### config.mk
export PLATFORM = sky130hd
export DESIGN_NAME = fetch_ir_unit
export DESIGN_NICKNAME = d
export VERILOG_FILES = /design/src/rtl/fetch_ir_unit.sv
export SDC_FILE = /design/constraint.sdc
export NUM_CORES = 1
export LEC_CHECK = 0
export CORE_ASPECT_RATIO = 0.9
export CORE_MARGIN = 10
export CORE_UTILIZATION = 55
export DETAILED_ROUTE_END_ITERATION = 8
export DONT_BUFFER_PORTS = 1
export PLACE_DENSITY = 0.7
export SYNTH_ARGS = -nofsm -noshare
export SYNTH_HDL_FRONTEND = slang
export SYNTH_SLANG_ARGS = --single-unit
### constraint.sdc
create_clock -name CLK -period 7.85 [get_ports CLK]
set_input_delay 0.785 -clock CLK [delete_from_list [all_inputs] [get_ports CLK]]
set_output_delay 0.785 -clock CLK [all_outputs]
set_load 0.03 [all_outputs]
### src/rtl/fetch_ir_unit.sv
// fetch_ir_unit: program counter, branch resolve and instruction register stage
// of the multicycle MIPS core. It fetches the instruction word over a
// request/acknowledge memory port and raises Stall while a fetch is outstanding.
// Optional feature macro: FETCH_TIMEOUT_EN (abandon a fetch after TIMEOUT
// unacknowledged WAIT cycles, load a nop and set a sticky FetchErr).
module fetch_ir_unit #(
  parameter logic [31:0] RESET_PC = 32'h0000_0000,
  parameter int unsigned TIMEOUT  = 15
) (
  input  logic        CLK,
  input  logic        CLR,
  input  logic        PCWrite,
  input  logic        BranchEq,
  input  logic        BranchNeq,
  input  logic        PCSrc,
  input  logic        IRWrite,
  input  logic        Zero,
  input  logic [31:0] ALUResult,
  input  logic [31:0] ALUOut,
  input  logic        mem_ack,
  input  logic [31:0] mem_rdata,
  output logic        mem_req,
  output logic [31:0] mem_addr,
  output logic [31:0] PC,
  output logic [31:0] Instr,
  output logic [5:0]  Op,
  output logic [5:0]  Funct,
  output logic        Stall,
  output logic        FetchErr
);

  localparam int unsigned CNT_W = (TIMEOUT > 15) ? $clog2(TIMEOUT + 1) : 4;

  typedef enum logic {
    S_IDLE = 1'b0,
    S_WAIT = 1'b1
  } state_t;

  state_t state;
  logic   pc_en;

  // A zero timeout would abandon every fetch on its first WAIT cycle.
  if (TIMEOUT == 0) begin : g_timeout_check
    $error("fetch_ir_unit: TIMEOUT must be nonzero");
  end

  // PC write enable: unconditional write or a taken branch.
  always_comb begin
    pc_en = PCWrite | (BranchEq & Zero) | (BranchNeq & ~Zero);
  end

  // Program counter; updates are honoured in every fetch state.
  always_ff @(posedge CLK or posedge CLR) begin
    if (CLR) begin
      PC <= RESET_PC;
    end else if (pc_en) begin
      PC <= PCSrc ? ALUOut : ALUResult;
    end
  end

  // Decode fields are plain slices of the instruction register.
  assign Op    = Instr[31:26];
  assign Funct = Instr[5:0];

`ifdef FETCH_TIMEOUT_EN
  logic [CNT_W-1:0] wait_cnt;

  // Fetch FSM with abandon-on-timeout; an ack in the timeout cycle still wins.
  always_ff @(posedge CLK or posedge CLR) begin
    if (CLR) begin
      state    <= S_IDLE;
      mem_req  <= 1'b0;
      mem_addr <= 32'h0000_0000;
      Instr    <= 32'h0000_0000;
      Stall    <= 1'b0;
      FetchErr <= 1'b0;
      wait_cnt <= '0;
    end else begin
      case (state)
        S_IDLE: begin
          if (IRWrite) begin
            mem_addr <= PC;
            mem_req  <= 1'b1;
            Stall    <= 1'b1;
            wait_cnt <= '0;
            state    <= S_WAIT;
          end
        end
        S_WAIT: begin
          if (mem_ack) begin
            Instr   <= mem_rdata;
            mem_req <= 1'b0;
            Stall   <= 1'b0;
            state   <= S_IDLE;
          end else if (wait_cnt == CNT_W'(TIMEOUT)) begin
            Instr    <= 32'h0000_0000;
            mem_req  <= 1'b0;
            Stall    <= 1'b0;
            FetchErr <= 1'b1;
            state    <= S_IDLE;
          end else begin
            wait_cnt <= wait_cnt + CNT_W'(1);
          end
        end
        default: state <= S_IDLE;
      endcase
    end
  end
`else
  // Without the timeout feature a fetch can never be abandoned.
  assign FetchErr = 1'b0;

  // Fetch FSM: issue the request in IDLE, wait for the ack in WAIT.
  always_ff @(posedge CLK or posedge CLR) begin
    if (CLR) begin
      state    <= S_IDLE;
      mem_req  <= 1'b0;
      mem_addr <= 32'h0000_0000;
      Instr    <= 32'h0000_0000;
      Stall    <= 1'b0;
    end else begin
      case (state)
        S_IDLE: begin
          if (IRWrite) begin
            mem_addr <= PC;
            mem_req  <= 1'b1;
            Stall    <= 1'b1;
            state    <= S_WAIT;
          end
        end
        S_WAIT: begin
          if (mem_ack) begin
            Instr   <= mem_rdata;
            mem_req <= 1'b0;
            Stall   <= 1'b0;
            state   <= S_IDLE;
          end
        end
        default: state <= S_IDLE;
      endcase
    end
  end
`endif

endmodule

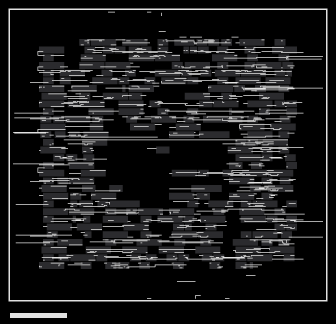
(images/met1.png)
Scale bar: 20 um.
- nets with wire on the layer: 286
- main direction: horizontal
- share of all routed wire: 31%
- longest straight run: 79.1 um
- wire length on this layer: 2840 um
met1 GRT Util: 13.89%
Routed WL: 9020 um
via count: 2049

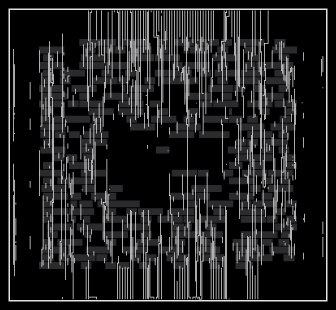
(images/met2.png)
- nets with wire on the layer: 336
- wire length on this layer: 4530 um
- main direction: vertical
- longest straight run: 38.4 um
GR Util met2: 25.29%

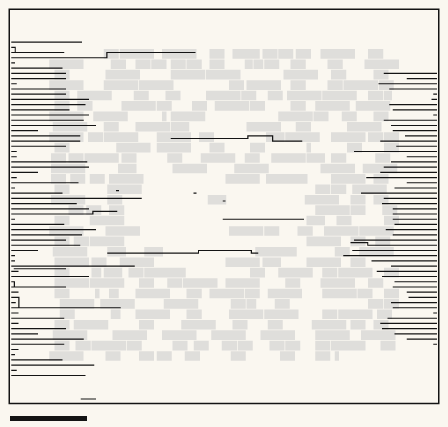
(images/met3.png)
Scale bar: 20 um.
- main direction: horizontal
- share of all routed wire: 18%
- wire length on this layer: 1580 um
- longest straight run: 33.8 um
GRT met3 Usage: 12.57%

==> job_summary.md <==
## PnR job results

| Metric | Value |
|---|---|
| Status | complete, no violations |
| Area growth from synthesis to layout | 3.875% |
| Worst setup path class | flip-flop to primary output |
| Internal power | 0.9275 mW |
| Final setup viols | 0 |
| LEAKAGE | 1.797 nW |
| GRT Total Usage | 15.17% |
| Ys async rst share | 100.0% |
| Pre-Place Util | 55.76% |
| Post-layout period usage | 23.80% |
| Fmax | around 540 MHz |
| Aoi share | less than 1% |
| Number of antenna violations at the first check in global routing | 0 |
| Reg2Reg Launch Point | state |
| Core footprint | 0.007470 sq mm |
| Synthesis area per yosys | approximately 0.0042 sq mm |
| Antenna Nets Post-Route | 0 |
| Largest class | sequential cells |
| Placed Cells incl. Taps | 333 |
| Clk pwr share | 24.2% |
| Adder-cell area share of the yosys netlist | 0% |
| Largest net degree at the start of global routing | 53 |
| Xor/xnor share | 0% |
| FF-to-FF End | mem_addr[14] |
| Signal inverters | 1 |
| Metal-1 WL | 2838 um |
| Synth Cell Area | 0.004165 sq mm |
| Commonest cells in the netlist | mux2_2 (112), dfrtp_1 (98), mux2_1 (16) |
| Tool warnings | 26 |
| Via/cell ratio | 5.905 |
| Flops after synth | 98 |
| Hold_buf cts | 0 |
| I/O pins | 216 |
| Clock Sinks | 98 |
| Residual DRC | 0 |
| Commonest cells after routing, fill and taps aside | mux2_2 (112), dfrtp_1 (98), mux2_1 (16) |
| Comb pwr | 0.162 mW |
| Highest-power group | registers |
| TNS Setup | 0 ns |
| Syn Area/Cell | 15.90 sq um |
| CP Depth | 0 |
| Synth top area cells | dfrtp_1 (59%), mux2_2 (30%), mux2_1 (4.3%), buf_4 (2.5%), buf_6 (1.6%) |
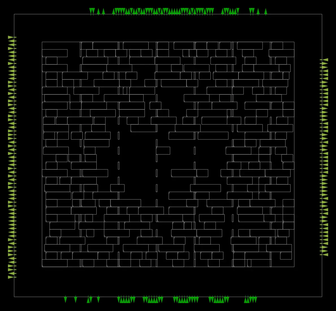
(images/final_placement.png)
Layout fillers: 621
final core utilization: 57.92%
Tapcells: 96
Non-Filler Instances: 347
Flop Count: 98

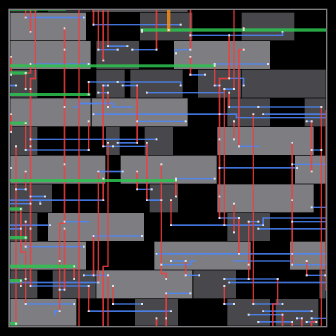
(images/zoom.png)
Region (13, 11) to (43, 41) um. Cells in gray, sequential cells in the stronger gray; small squares are vias.
- blue: met1
- green: met3
- red: met2
- orange: met4
- sequential cells in the window: 14
- cells with their middle in the window: 36
- most frequent: dfrtp_1 (14), mux2_2 (14)
- netlist names of flops here include: Instr (8), PC (2), mem_addr (2)

Power figures rest on the tool's default switching activity, not on a simulated workload.
